$ cat src/rtl/vga_grid_scan.sv
// VGA timing generator and grid scanner: maps each visible pixel onto a grid
// cell query, colours it from the returned occupancy and emits the frame pulse.
module vga_grid_scan #(
  parameter int          H_VISIBLE    = 640,
  parameter int          H_FRONT      = 16,
  parameter int          H_SYNC       = 96,
  parameter int          H_BACK       = 48,
  parameter int          V_VISIBLE    = 480,
  parameter int          V_FRONT      = 10,
  parameter int          V_SYNC       = 2,
  parameter int          V_BACK       = 33,
  parameter int          GRID_W       = 12,
  parameter int          GRID_H       = 12,
  parameter int          CELL_SHIFT   = 5,
  parameter int          ORIGIN_X     = 128,
  parameter int          ORIGIN_Y     = 48,
  parameter int          BORDER_PX    = 4,
  parameter logic [7:0]  FG_COLOR     = 8'hFC,
  parameter logic [7:0]  BG_COLOR     = 8'h00,
  parameter logic [7:0]  BORDER_COLOR = 8'hFF
) (
  input  logic       vga_clk,
  input  logic       rst_n,
  input  logic       coord_value,
  output logic [7:0] x_coord,
  output logic [7:0] y_coord,
  output logic       draw_finish,
  output logic       hsync,
  output logic       vsync,
  output logic [7:0] rgb
);

  localparam int H_TOTAL   = H_VISIBLE + H_FRONT + H_SYNC + H_BACK;
  localparam int V_TOTAL   = V_VISIBLE + V_FRONT + V_SYNC + V_BACK;
  localparam int GRID_PX_W = GRID_W << CELL_SHIFT;
  localparam int GRID_PX_H = GRID_H << CELL_SHIFT;
  localparam int HS_START  = H_VISIBLE + H_FRONT;
  localparam int VS_START  = V_VISIBLE + V_FRONT;

  typedef struct packed {
    logic vis;
    logic grid;
    logic border;
    logic hs;
    logic vs;
  } pix_t;

  // stage 0: raster counters
  logic [9:0] h_cnt, v_cnt;
  logic       h_last, v_last;

  assign h_last = (h_cnt == 10'(H_TOTAL - 1));
  assign v_last = (v_cnt == 10'(V_TOTAL - 1));

  always_ff @(posedge vga_clk or negedge rst_n) begin
    if (!rst_n) begin
      h_cnt       <= '0;
      v_cnt       <= '0;
      draw_finish <= 1'b0;
    end else begin
      h_cnt <= h_last ? '0 : h_cnt + 10'd1;
      if (h_last)
        v_cnt <= v_last ? '0 : v_cnt + 10'd1;
      // rises together with the counters entering (0, V_VISIBLE)
      draw_finish <= h_last && (v_cnt == 10'(V_VISIBLE - 1));
    end
  end

  // stage 1 decode of the current counter position
  int         h_i, v_i;
  pix_t       s1_c;
  logic [7:0] xc_c, yc_c;

  always_comb begin
    h_i         = int'(h_cnt);
    v_i         = int'(v_cnt);
    s1_c.vis    = (h_i < H_VISIBLE) && (v_i < V_VISIBLE);
    s1_c.grid   = (h_i >= ORIGIN_X) && (h_i < ORIGIN_X + GRID_PX_W) &&
                  (v_i >= ORIGIN_Y) && (v_i < ORIGIN_Y + GRID_PX_H);
    s1_c.border = s1_c.vis && !s1_c.grid &&
                  (h_i >= ORIGIN_X - BORDER_PX) && (h_i < ORIGIN_X + GRID_PX_W + BORDER_PX) &&
                  (v_i >= ORIGIN_Y - BORDER_PX) && (v_i < ORIGIN_Y + GRID_PX_H + BORDER_PX);
    s1_c.hs     = !((h_i >= HS_START) && (h_i < HS_START + H_SYNC));
    s1_c.vs     = !((v_i >= VS_START) && (v_i < VS_START + V_SYNC));
    xc_c        = 8'hFF;
    yc_c        = 8'hFF;
    if (s1_c.grid) begin
      xc_c = 8'((h_i - ORIGIN_X) >> CELL_SHIFT);
      yc_c = 8'((v_i - ORIGIN_Y) >> CELL_SHIFT);
    end
  end

  pix_t s1;

  always_ff @(posedge vga_clk or negedge rst_n) begin
    if (!rst_n) begin
      s1      <= '{vis: 1'b0, grid: 1'b0, border: 1'b0, hs: 1'b1, vs: 1'b1};
      x_coord <= 8'hFF;
      y_coord <= 8'hFF;
    end else begin
      s1      <= s1_c;
      x_coord <= xc_c;
      y_coord <= yc_c;
    end
  end

  // stage 2: coord_value answers the stage-1 query during this cycle
  logic [7:0] rgb_c;

  always_comb begin
    rgb_c = 8'h00;
    if (s1.vis) begin
      if (s1.border)
        rgb_c = BORDER_COLOR;
      else if (s1.grid)
        rgb_c = coord_value ? FG_COLOR : BG_COLOR;
    end
  end

  always_ff @(posedge vga_clk or negedge rst_n) begin
    if (!rst_n) begin
      rgb   <= 8'h00;
      hsync <= 1'b1;
      vsync <= 1'b1;
    end else begin
      rgb   <= rgb_c;
      hsync <= s1.hs;
      vsync <= s1.vs;
    end
  end

endmodule

$ cat config.mk
export PLATFORM = sky130hd
export DESIGN_NAME = vga_grid_scan
export DESIGN_NICKNAME = d
export VERILOG_FILES = /design/src/rtl/vga_grid_scan.sv
export SDC_FILE = /design/constraint.sdc
export NUM_CORES = 1
export LEC_CHECK = 0
export CAP_MARGIN = 20
export CORE_MARGIN = 3
export CORE_UTILIZATION = 40
export CTS_BUF_LIST = sky130_fd_sc_hd__clkbuf_8
export DETAILED_ROUTE_END_ITERATION = 8
export PLACE_DENSITY_LB_ADDON = 0.12
export SLEW_MARGIN = 10
export SYNTH_ARGS = -nofsm -noshare
export SYNTH_HDL_FRONTEND = slang
export SYNTH_SLANG_ARGS = --single-unit
$ cat constraint.sdc
create_clock -name vga_clk -period 3.05 [get_ports vga_clk]
set_clock_uncertainty 0.1 [all_clocks]
set_input_delay 0.61 -clock vga_clk [delete_from_list [all_inputs] [get_ports vga_clk]]
set_output_delay 0.61 -clock vga_clk [all_outputs]
set_load 0.01 [all_outputs]
==> flow_summary.toml <==
# generated from flow reports
[global_route]
grt_pass1_wl_um = 6906
grtUsageTotal_pct = 14.09
grt_max_degree = 43
antenna_found_initial = 0

[final_timing]
hold_violations = 0
rsz0062_at_grt = "false"
tightest_slew_ns = 0.8976
finalSetupViolations = 0
fin_crit_ns = 2.072
fmax_mhz = 482.6
slew_headroom_pct = 40.16
worst_slack_ns = 0.9780

[logic_synthesis]
yosys_warnings = 0
synth-area-yosys_um2 = 2171
ys.flops = 42
synth_cell_types = 42
top_cell_area_share_pct = 29.97
synth_top_cell_by_area = "dfrtp_1"
top_cells_by_area = "dfrtp_1 (30%), dfstp_2 (19%), ha_1 (6.9%), nand2_1 (4.0%), buf_4 (3.8%)"
avgSynthCellArea_um2 = 10.34
synth_nets = 225

[clock_network]
cts_tree = "yes"
cts_resized = 0
cts_setup_buffers = 0
clk_path_buf_depth = 2
holdBufCountCts = 0

[cells_and_area]
syn_to_final_growth_pct = 16.25
drive_gt1_share_pct = 15.28
num-fill-cells = 476
lay_top_count = "clkdlybuf4s50_1"

[job]
warnings = 33
maxCapViolCount = 0

[hold_path]
hp-class = "reg2reg"

[floorplan]
boundaryPins = 30
dieArea_um2 = 6347

[setup_path]
slowest_stage = "dfstp_2"
crit_buf_inv = 1
end_kind = "primary output"
max_stage_delay_ns = 0.54
cp_top_family = "flip-flops"
cp.required_ns = 2.34
start_kind = "flop"
critPathMaxFanout = 3

[route]
wl_per_cell_um = 13.43
drtPass1Iterations = 4
routed_wl_um = 4015
drt_iter0_markers = 78
drcViolationCount = 0

[placement]
portBuffers = 29
dp_hpwl_um = 2820
pre_cts_ws_ns = 1.089

[status]
outcome = "finished clean"
-- worst register-to-register path, cell delays in order, from the launching register on --
cell and delay [ns]:
dfrtp_1 0.51, inv_1 0.15, ha_1 0.21, and4_1 0.16, nand3_1 0.26, or4b_1 0.48
nand2_1 0.08
-- state kept, by name, indices dropped and copies added (netlist names) --
signal	count
vsync	1
x_coord	6
y_coord	6
draw_finish	1
h_cnt	10
v_cnt	10
s1	5
rgb	2
hsync	1
-- metal layers --
| layer | global-route usage (%) | routed length (µm) | vias up | share of wire, % |
|---|---|---|---|---|
| met5 | 0 | 0 | - | 0 |
| met2 | 21.37 | 1820 | 45 | 45 |
| li1 | - | - | 751 | - |
| met3 | 3.160 | 242 | 5 | 6.0 |
| met4 | 6.701 | 81 | 0 | 2.0 |
| met1 | 19.01 | 1871 | 736 | 47 |
-- per-stage QoR --
stage	cell area (µm²)	total power, mW	instances	hold slack, ns
floorplan	2171	0.5678	210	0.2144
detailed placement	2432	0.5804	291	0.2491
global placement	2432	0.5806	291	0.2461
CTS	2524	0.9505	299	0.2604
finish	2524	0.9309	299	0.2581
global route	2524	0.9735	299	0.2613
-- final timing paths --
path | from | endpoint | slack (ns) | cells past startpoint
min in group asynchronous | rst_n | h_cnt[8] | 0.34 | 1
max in group asynchronous | rst_n | v_cnt[6] | 1.95 | 1
min | s1[1] | hsync | 0.26 | 0
max | y_coord[6] | y_coord[7] | 0.98 | 1
max reg2reg | v_cnt[4] | v_cnt[6] | 1.05 | 6
min reg2reg | s1[1] | hsync | 0.26 | 0
-- power by group --
group | switching [mW] | internal [mW] | leakage (nW)
Clock | 0.182 | 0.179 | 0.0524
Sequential | 0 | 0.558 | 0.512
Combinational | 0.0102 | 0.00159 | 0.454
Total | 0.193 | 0.738 | 1.02
-- synthesized netlist by cell type --
library cell and n:
nand2b_1 3, a22oi_1 1, nor2_1 11, a22o_1 1, buf_2 7, or3_1 2
and4b_1 1, nor3_1 3, o2111ai_1 1, clkbuf_2 1, inv_1 9, and4_1 2
xnor2_1 8, a31oi_1 3, a211oi_1 2, a21oi_1 5, nor4_1 2, nand4_1 6
dfrtp_1 26, a21oi_2 1, nand3_1 10, ha_1 12, nor4b_4 1, and2_1 4
or4b_1 3, dfstp_2 16, or4_1 2, a221oi_2 1, a41oi_1 1, o31ai_1 1
xor2_1 5, nor2b_1 1, and3_1 4, mux2i_1 1, nor3_2 3, buf_4 11
o21ai_0 8, o21ai_1 4, nand2_1 23, or2_2 2, a211oi_2 1, clkbuf_1 1
-- cells by family after synthesis --
logic type	count (synthesis)	synth area share, %
AND-OR/OR-AND	30	9.049
XOR/XNOR	13	5.245
adder cells (fa/ha/maj)	12	6.916
buffers and inverters	29	7.377
flip-flops	42	49.34
multiplexers	1	0.4611
AND/OR/NAND/NOR	83	21.61
-- area by class of cell --
class                      count  area, µm²  area share (%)
timing repair buffer          31      300.3           11.90
sequential                    42       1071           42.44
multi-input combinational    139      939.7           37.23
clock inverter                 2      8.758          0.3471
inverter                       9      33.78           1.339
clock buffer                   6      82.58           3.272
tap                           70      87.58           3.471
==> images/floorplan.png <==
Bar = 20 µm. Pins as bars on the die edge.
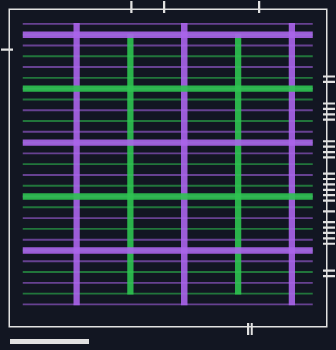
legend:
  VSS:
    color: purple
  VDD:
    color: green
signal pins: 30
met1 rails: 27
rows: 26
Core Area: 5172 µm²
Die Y: 79.67 µm
Die W: 79.67 µm
Peak VDD IR: 141.2 µV

==> images/class_map.png <==
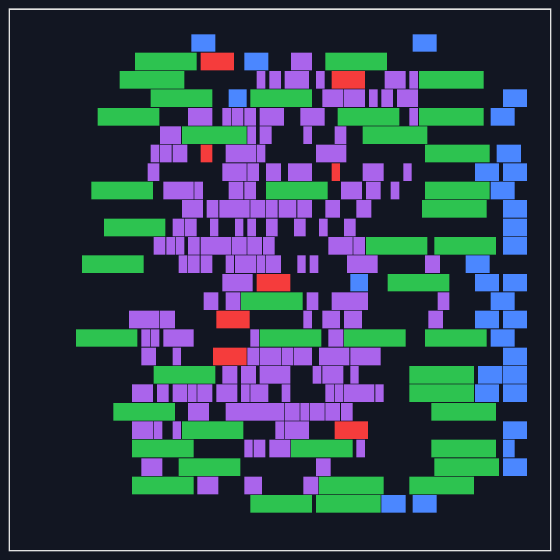
legend:
  registers:
    color: green
    cells: 42
  remaining buffers and delay cells:
    color: blue
    cells: 31
  clock drivers and dummy loads:
    color: red
    cells: 8
  remaining logic cells:
    color: purple
    cells: 148
flop share of the area: 42.44%
cell area after layout: 2524 µm²
row cnt: 26
Core Util, Final: 48.79%

==> images/clock_wires.png <==
Bar = 20 µm.
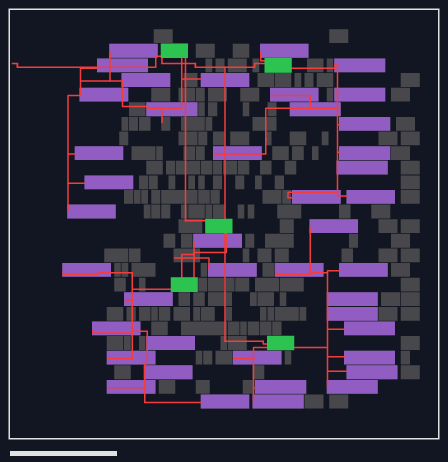
legend:
  flip-flops:
    color: purple
    count: 42
  clock-net drivers:
    color: green
    count: 5
  clock wires:
    color: red
    length: 541 µm
routed clock nets: 6

==> images/layers.png <==
Bar = 20 µm.
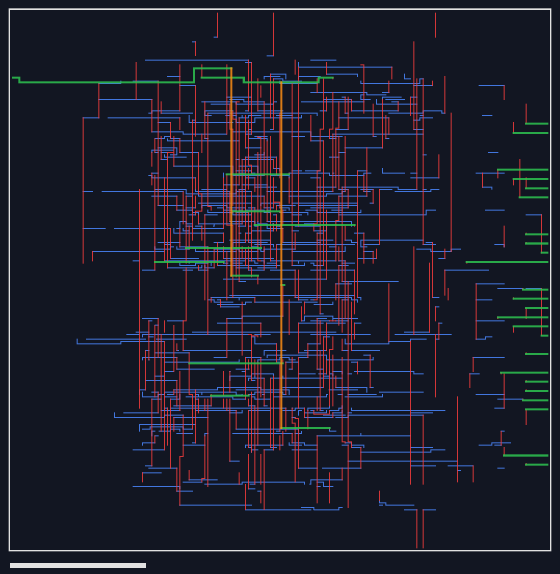
legend:
  M2:
    color: red
    wire_length: 1,820 µm
  M4:
    color: orange
    wire_length: 81.6 µm
  M1:
    color: blue
    wire_length: 1,870 µm
  M3:
    color: green
    wire_length: 242 µm

==> images/clock_nets.png <==
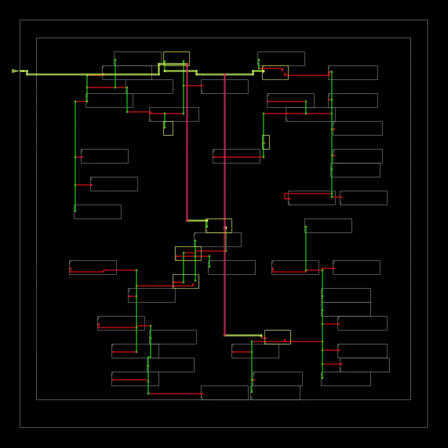
clock sinks: 42
clock buffers: 6
clk ins delay skew pair: 0.30 ns
CTS buffer count: 5

No activity file was given, so power comes from the tool's default toggle rates.
